`config.mk`:
```
export PLATFORM = sky130hd
export DESIGN_NAME = hazard_ctrl
export DESIGN_NICKNAME = d
export VERILOG_FILES = /design/src/rtl/riscv_pkg.sv /design/src/rtl/hazard_fwd_unit.sv /design/src/rtl/hazard_ctrl.sv
export SDC_FILE = /design/constraint.sdc
export NUM_CORES = 1
export LEC_CHECK = 0
export CAP_MARGIN = 30
export CORE_MARGIN = 2
export CORE_UTILIZATION = 37
export CTS_BUF_LIST = sky130_fd_sc_hd__clkbuf_2 sky130_fd_sc_hd__clkbuf_4 sky130_fd_sc_hd__clkbuf_8
export DETAILED_ROUTE_END_ITERATION = 10
export PLACE_DENSITY_LB_ADDON = 0.05
export SLEW_MARGIN = 20
export SYNTH_ARGS = -nofsm -noshare
export SYNTH_HDL_FRONTEND = slang
export SYNTH_HIERARCHICAL = 1
export SYNTH_SLANG_ARGS = --single-unit
```
`constraint.sdc`:
```
create_clock -name clk -period 3.88 [get_ports clk]
set_clock_uncertainty 0.1 [all_clocks]
set_input_delay 0.776 -clock clk [delete_from_list [all_inputs] [get_ports clk]]
set_output_delay 0.776 -clock clk [all_outputs]
set_load 0.01 [all_outputs]
```
`src/rtl/riscv_pkg.sv`:
```
// Shared encodings for the RV32 pipeline control logic: forwarding-mux
// selects, the ResultSrc code that marks a load, and the memory-wait FSM states.
package riscv_pkg;

  localparam logic [1:0] FWD_RF = 2'b00;
  localparam logic [1:0] FWD_W  = 2'b01;
  localparam logic [1:0] FWD_M  = 2'b10;

  localparam logic [1:0] RESULT_SRC_LOAD = 2'b01;

  typedef enum logic [1:0] {
    ST_RUN  = 2'd0,
    ST_WAIT = 2'd1,
    ST_ERR  = 2'd2
  } mem_state_t;

endpackage

```
`src/rtl/hazard_fwd_unit.sv`:
```
// Forwarding select for one E-stage source operand. The M-stage ALU result
// is newer than the W-stage result, so M wins when both match. x0 is never
// forwarded because writes to it are discarded.
module hazard_fwd_unit
  import riscv_pkg::*;
(
  input  logic [4:0] RsE,
  input  logic [4:0] RdM,
  input  logic [4:0] RdW,
  input  logic       RegWriteM,
  input  logic       RegWriteW,
  output logic [1:0] Forward
);

  // Priority select: M result, then W result, else register file.
  always_comb begin
    Forward = FWD_RF;
    if (RegWriteM && (RdM != 5'd0) && (RdM == RsE))
      Forward = FWD_M;
    else if (RegWriteW && (RdW != 5'd0) && (RdW == RsE))
      Forward = FWD_W;
  end

endmodule

```
`src/rtl/hazard_ctrl.sv`:
```
// Pipeline scheduler for the 5-stage RV32 core: load-use stalls, branch/jump
// redirect flushes, data-memory wait stalls with a timeout, E-stage
// forwarding, and stall/flush performance counters.
module hazard_ctrl
  import riscv_pkg::*;
#(
  parameter int MEM_TIMEOUT = 16,
  parameter int CNT_W       = 32
) (
  input  logic             clk,
  input  logic             rst_n,
  input  logic [4:0]       Rs1D,
  input  logic [4:0]       Rs2D,
  input  logic [4:0]       Rs1E,
  input  logic [4:0]       Rs2E,
  input  logic [4:0]       RdE,
  input  logic [4:0]       RdM,
  input  logic [4:0]       RdW,
  input  logic [1:0]       ResultSrcE,
  input  logic             RegWriteM,
  input  logic             RegWriteW,
  input  logic             PCSrcE,
  input  logic             MemReqM,
  input  logic             DmemReadyM,
  output logic             StallF,
  output logic             StallD,
  output logic             StallE,
  output logic             StallM,
  output logic             FlushD,
  output logic             FlushE,
  output logic             FlushW,
  output logic             PCSrcGate,
  output logic [1:0]       ForwardAE,
  output logic [1:0]       ForwardBE,
  output logic             mem_err,
  output logic [CNT_W-1:0] stall_cnt,
  output logic [CNT_W-1:0] flush_cnt
);

  // wait_cnt never exceeds MEM_TIMEOUT-1, so clog2 bits suffice.
  localparam int WC_W = (MEM_TIMEOUT > 2) ? $clog2(MEM_TIMEOUT) : 1;
  localparam logic [WC_W-1:0] WC_LAST = WC_W'(MEM_TIMEOUT - 1);

  mem_state_t      state, state_next;
  logic [WC_W-1:0] wait_cnt, wait_next;
  logic            mem_stall;
  logic            lw_stall;
  logic            gate;

  hazard_fwd_unit u_fwd_a (
    .RsE       (Rs1E),
    .RdM       (RdM),
    .RdW       (RdW),
    .RegWriteM (RegWriteM),
    .RegWriteW (RegWriteW),
    .Forward   (ForwardAE)
  );

  hazard_fwd_unit u_fwd_b (
    .RsE       (Rs2E),
    .RdM       (RdM),
    .RdW       (RdW),
    .RegWriteM (RegWriteM),
    .RegWriteW (RegWriteW),
    .Forward   (ForwardBE)
  );

  // Memory-wait FSM: Mealy stall plus next state and timeout count.
  always_comb begin
    state_next = state;
    wait_next  = wait_cnt;
    mem_stall  = 1'b0;
    case (state)
      ST_RUN: begin
        mem_stall = MemReqM & ~DmemReadyM;
        if (mem_stall) begin
          state_next = ST_WAIT;
          wait_next  = WC_W'(1);
        end
      end
      ST_WAIT: begin
        mem_stall = ~DmemReadyM;
        if (DmemReadyM) begin
          state_next = ST_RUN;
          wait_next  = '0;
        end else if (wait_cnt == WC_LAST) begin
          state_next = ST_ERR;
        end else begin
          wait_next = wait_cnt + WC_W'(1);
        end
      end
      ST_ERR: begin
        mem_stall = 1'b1;
      end
      default: begin
        state_next = ST_RUN;
        wait_next  = '0;
      end
    endcase
  end

  // Stall/flush decode; everything is held inactive while in reset.
  // During a mem stall E is frozen (never cleared) and any redirect waits.
  always_comb begin
    lw_stall  = (ResultSrcE == RESULT_SRC_LOAD) && (RdE != 5'd0) &&
                ((RdE == Rs1D) || (RdE == Rs2D));
    gate      = PCSrcE & ~mem_stall;
    StallF    = rst_n & (lw_stall | mem_stall);
    StallD    = rst_n & (lw_stall | mem_stall);
    StallE    = rst_n & mem_stall;
    StallM    = rst_n & mem_stall;
    FlushW    = rst_n & mem_stall;
    PCSrcGate = rst_n & gate;
    FlushD    = rst_n & gate;
    FlushE    = rst_n & (lw_stall | gate) & ~mem_stall;
  end

  // FSM state, timeout count and sticky error flag.
  always_ff @(posedge clk) begin
    if (!rst_n) begin
      state    <= ST_RUN;
      wait_cnt <= '0;
      mem_err  <= 1'b0;
    end else begin
      state    <= state_next;
      wait_cnt <= wait_next;
      if (state_next == ST_ERR)
        mem_err <= 1'b1;
    end
  end

  // Performance counters, wrapping naturally at 2^CNT_W.
  always_ff @(posedge clk) begin
    if (!rst_n) begin
      stall_cnt <= '0;
      flush_cnt <= '0;
    end else begin
      stall_cnt <= stall_cnt + CNT_W'(StallF);
      flush_cnt <= flush_cnt + CNT_W'(FlushD);
    end
  end

endmodule

```
==> out/qor.csv <==
stage;metric;value;unit
outcome;status;finished, final reports clean;
yosys;postSynth.asyncResetShare;0;%
clock_tree;cts-root-to-sink-buffers;2;
clock_tree;cts-buffers-inserted;9;
critical_path;reg2reg_slack;0.83;ns
cells_and_area;layout.non_clock_buffers;129;
placed_design;hpwl;7648;um
routing;firstDrtPassIters;4;
cells_and_area;n_all_inverters;10;
critical_path;crit_path_end;StallD;
yosys;ys_cells;458;
critical_path;cpMostUsedCell;clkdlybuf4s50_1;
yosys;synth_cell_type_count;46;
pwr;leakage;1.819;nW
clock_tree;cts_resized;0;
cells_and_area;finish.instance_area;0.005445;mm^2
yosys;top_cell_area_share;36.01;%
cells_and_area;bufAreaShareNonClock;23.30;%
placed_design;placement.io_buffers;120;
flow_run;cap_viol_max_count;0;
global_routing;total_grt_overflow;0;
die;die.size.x;107.3;um
cells_and_area;nFlopsAndLatches;71;
routing;wirelength_met1;4577;um
clock_tree;clock_transition_at_the_registers_of_the_reported_paths;0.07;ns
die;fp.dieH;107.3;um
cells_and_area;antenna_cells;0;
pwr;power-top-group;registers;
yosys;ys_chip_area;0.003948;mm^2
sta;final_critical_path_setup_slack;0.2059;ns
critical_path;cp_data_required_time;3.00;ns
### Placed cells, one color a class

The bar under the picture is 20 um long. Fill, decap, tap and diode cells in gray.
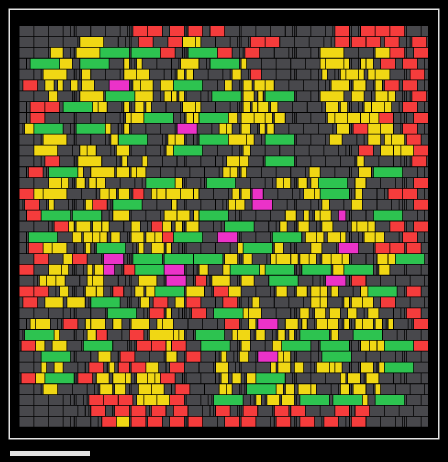
[magenta] clock drivers and dummy loads | cells: 14
[red] other buffers and delay cells | cells: 129
[green] flops | cells: 71
[yellow] combinational and other logic | cells: 362

### Cell placement

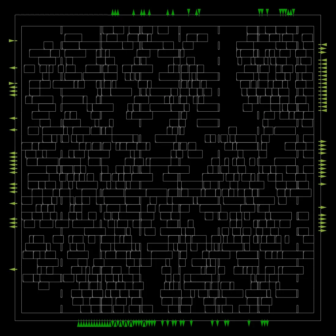
Well-Tap Cells: 136
Filler Cells Inserted: 964
standard-cell row count: 37

### Gate-type map

The bar under the picture is 20 um long.
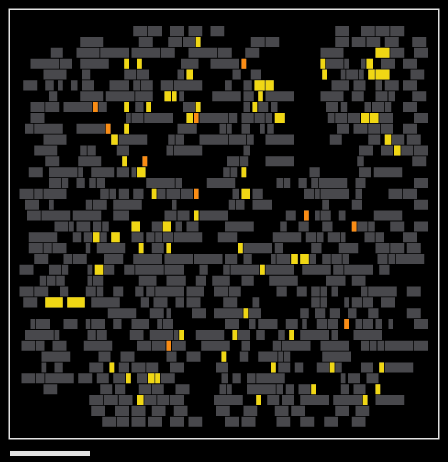
[yellow] NOR gates | cells: 63
[orange] inverters | cells: 10
most frequently placed logic cell in the final layout: clkdlybuf4s50_1
logic share of the area: 43.64%

### Where the registers sit

The bar under the picture is 20 um long.
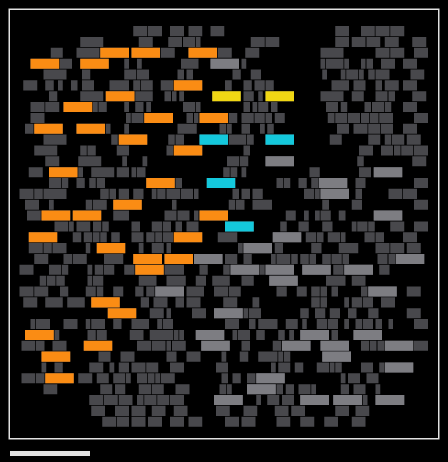
[cyan] `wait_cnt` | flops: 4
[orange] `stall_cnt` | flops: 32
[yellow] `state` | flops: 2
not colored: 33
power in sequential cells: 0.735 mW
register area: 0.001421 mm^2
final core utilization: 52.75%
Seq/total area: 26.10%

Power and IR drop assume default switching activity.
